==> config.mk <==
export PLATFORM = sky130hd
export DESIGN_NAME = fifo_skew_ctrl
export DESIGN_NICKNAME = d
export VERILOG_FILES = /design/src/rtl/fifo_skew_ctrl.sv
export SDC_FILE = /design/constraint.sdc
export NUM_CORES = 1
export LEC_CHECK = 0
export CELL_PAD_IN_SITES_DETAIL_PLACEMENT = 0
export CELL_PAD_IN_SITES_GLOBAL_PLACEMENT = 2
export CORE_MARGIN = 3
export CORE_UTILIZATION = 26
export CTS_BUF_LIST = sky130_fd_sc_hd__clkbuf_16
export DETAILED_ROUTE_END_ITERATION = 16
export PLACE_DENSITY = 0.94
export SKIP_CTS_REPAIR_TIMING = 1
export SLEW_MARGIN = 10
export SYNTH_ARGS = -nofsm -noshare
export SYNTH_HDL_FRONTEND = slang
export SYNTH_SLANG_ARGS = --single-unit
==> constraint.sdc <==
create_clock -name clk -period 4.52 [get_ports clk]
set_input_delay 0.904 -clock clk [delete_from_list [all_inputs] [get_ports clk]]
set_output_delay 0.904 -clock clk [all_outputs]
set_load 0.02 [all_outputs]
==> src/rtl/fifo_skew_ctrl.sv <==
// Load-and-skew sequencer for the DIM transpose FIFOs ahead of the systolic array.
// Writes DIM rows one-hot into the FIFOs, then drains them with a one-cycle diagonal skew.
module fifo_skew_ctrl #(
  parameter int DIM  = 8,
  parameter int BITS = 8
) (
  input  logic                 clk,
  input  logic                 rst_n,
  input  logic                 start,
  input  logic                 row_valid,
  output logic                 row_ready,
  input  logic [DIM*BITS-1:0]  row_data,
  output logic [DIM-1:0]       wr_en,
  output logic [DIM*BITS-1:0]  wr_data,
  output logic [DIM-1:0]       shift_en,
  output logic                 busy,
  output logic                 done
);

  localparam int RCW = (DIM > 1) ? $clog2(DIM) : 1;
  localparam int DCW = ((2 * DIM - 1) > 1) ? $clog2(2 * DIM - 1) : 1;

  localparam logic [2:0] S_IDLE   = 3'd0;
  localparam logic [2:0] S_LOAD   = 3'd1;
  localparam logic [2:0] S_SETTLE = 3'd2;
  localparam logic [2:0] S_DRAIN  = 3'd3;
  localparam logic [2:0] S_DONE   = 3'd4;

  localparam logic [RCW-1:0] ROW_LAST   = RCW'(DIM - 1);
  localparam logic [DCW-1:0] DRAIN_LAST = DCW'(2 * DIM - 2);

  logic [2:0]     state;
  logic [RCW-1:0] row_cnt;
  logic [DCW-1:0] drain_cnt;
  logic [31:0]    dcnt;
  logic           hs;
  logic [DIM-1:0] row_onehot;

  assign row_ready = (state == S_LOAD);
  assign hs        = row_valid & row_ready;
  assign busy      = (state != S_IDLE);
  assign done      = (state == S_DONE);
  assign dcnt      = 32'(drain_cnt);

  always_comb begin
    row_onehot = '0;
    for (int unsigned k = 0; k < DIM; k++) begin
      if (row_cnt == RCW'(k)) row_onehot[k] = 1'b1;
    end
  end

  // FIFO i is active for the DIM drain steps starting at step i.
  always_comb begin
    shift_en = '0;
    if (state == S_DRAIN) begin
      for (int unsigned k = 0; k < DIM; k++) begin
        if ((dcnt >= k) && (dcnt <= k + 32'(DIM) - 32'd1)) shift_en[k] = 1'b1;
      end
    end
  end

  always_ff @(posedge clk) begin
    if (!rst_n) begin
      state     <= S_IDLE;
      row_cnt   <= '0;
      drain_cnt <= '0;
      wr_en     <= '0;
      wr_data   <= '0;
    end else begin
      wr_en <= '0;
      case (state)
        S_IDLE: begin
          if (start) begin
            state     <= S_LOAD;
            row_cnt   <= '0;
            drain_cnt <= '0;
          end
        end
        S_LOAD: begin
          if (hs) begin
            wr_en   <= row_onehot;
            wr_data <= row_data;
            if (row_cnt == ROW_LAST) state <= S_SETTLE;
            else                     row_cnt <= row_cnt + 1'b1;
          end
        end
        S_SETTLE: state <= S_DRAIN;
        S_DRAIN: begin
          if (drain_cnt == DRAIN_LAST) state <= S_DONE;
          else                         drain_cnt <= drain_cnt + 1'b1;
        end
        S_DONE:  state <= S_IDLE;
        default: state <= S_IDLE;
      endcase
    end
  end

  a_wr_shift_excl: assert property (@(posedge clk) disable iff (!rst_n)
    !((|wr_en) && (|shift_en)));

  a_done_single: assert property (@(posedge clk) disable iff (!rst_n)
    done |=> !done);

endmodule

Met1 routing:
Scale bar: 50 um.
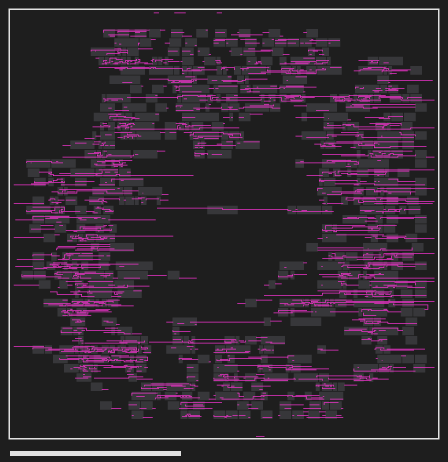
wire length on this layer = 4590 um
share of all routed wire = 46%
main direction = horizontal

Wiring by layer:
Scale bar: 50 um. Two of the layers only.
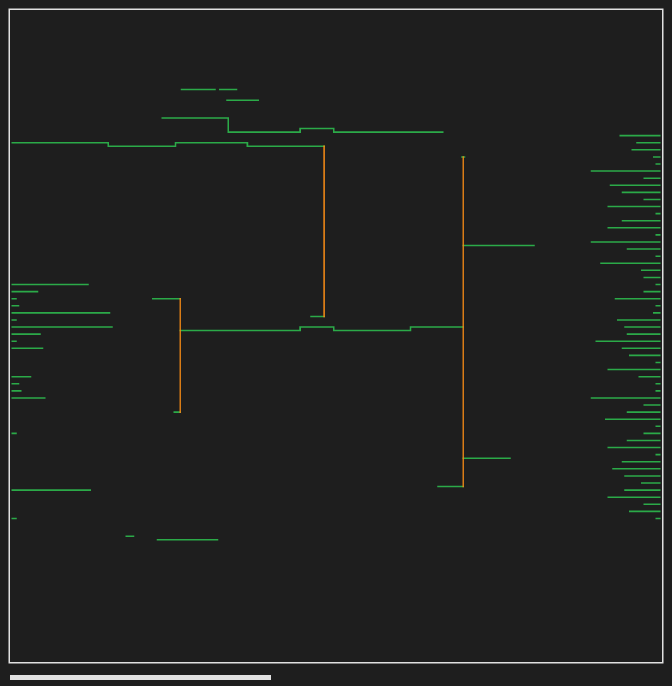
M4 -> orange  # wire length 118 um
M3 -> green  # wire length 643 um

Layout detail:
Scale bar: 5 um. Window x 84 to 104, y 84 to 104 um. Cells in grey, sequential cells in the stronger grey; small squares are vias.
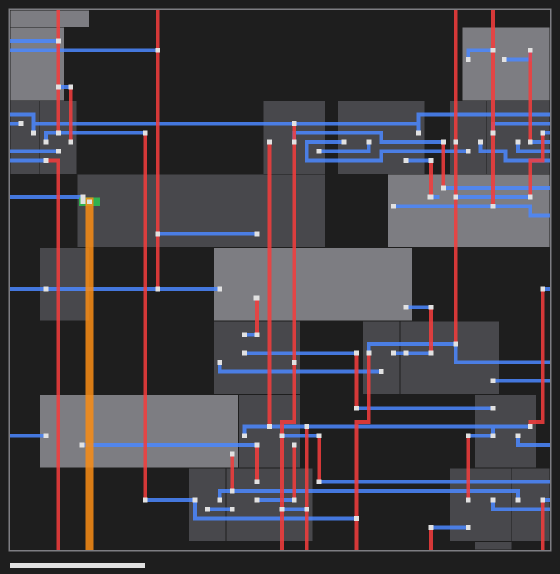
M1 -> blue
M4 -> orange
M3 -> green
M2 -> red
cells with their middle in the window = 18
sequential cells in the window = 3
netlist names of flops here include = `wr_data` (3)
most frequent = nand2_2 (4), nand2_1 (4), a21oi_2 (4)

==> flow_summary.ini <==
; flow metrics
[synthesis]
syn_avg_cell_area_um2 = 9.26
synth-edff-count = 0
synth-area-yosys_um2 = 3690
mux_share = 0.00814
yosysCellCount = 398
netlist_logic_family_top = simple AND/OR/NAND/NOR gates
synth_cells = 398
ys_seq_share = 0.445
synth.distinct_cells = 46
synth-simple-area-share = 0.237
syn-num-nets = 481
area_leaders = dfxtp_1 45%, a21oi_2 12%, nand2_1 8.9%, nand2_2 8.5%, ha_1 5.1%

[die]
rows = 42
die_area_um2 = 15600
core_um2 = 13600

[detailed_routing]
totalWireLength_mm = 10.1
via_per_inst = 4.43
dr_wl_met3_um = 643
vias = 3181
drt_iter0_markers = 94
top_layer = met4
antenna_left = 0
wl_met2_mm = 4.74

[final_timing]
setup_ws_ps = 1200
worst_pin_slew_ps = 621
skew_ps = 5.03

[place]
numPortBuffers = 150
pre_cts_ws_ps = 1530

[outcome]
outcome = finished, final reports clean

[final_layout]
final_area_um2 = 5570
n_fill_cell = 1368
seq_share = 0.294
top_regs = wr_data: 64 flops, wr_en: 8 flops, drain_cnt: 4 flops
largest-register = wr_data
final_nets = 620

[critical_path]
slowest_stage = clkdlybuf4s50_1
rr_endpoint = wr_data[2]
crit_fanout = 14
cp_slowest_stage_delay_ps = 660
crit_arrival_ps = 2420
cp.buffers_inverters = 1
path_cells = nand3b_1 > a211oi_1 > clkdlybuf4s50_1
crit_path_start_kind = flop

[power]
clkPwrFrac = 0.431
comb_power_share = 0.141
p_switching_w = 0.000431
power.density_nw_per_um2 = 320

[flow_run]
warning_count = 37

[clock_tree]
cts_tree = done

[worst_hold_path]
hold_start = wr_data[16]

[global_routing]
use_met1 = 0.161
placed cells by master (no fill, tap or decap), types with 3 or more instances in the layout:
cell type,n
a211oi_1,5
a21oi_1,19
a21oi_2,50
and3_1,8
buf_4,5
clkbuf_16,9
clkdlybuf4s50_1,150
dfxtp_1,82
ha_1,15
inv_1,11
mux2i_1,3
nand2_1,87
nand2_2,50
nor2b_1,3
nor3_1,3
Yosys cell counts, types with 2 or more instances:
master,instances
nor2b_1,3
a211o_1,2
a21oi_2,50
buf_2,8
nand3b_1,2
nand2_2,50
nand2_1,87
o21ai_0,2
clkbuf_1,12
a221oi_1,2
dfxtp_1,82
inv_1,10
mux2i_1,3
nor3b_1,2
and3_1,8
ha_1,15
a21oi_1,19
nand2b_1,2
nand4b_1,2
a211oi_1,5
nor3_1,3
buf_12,5
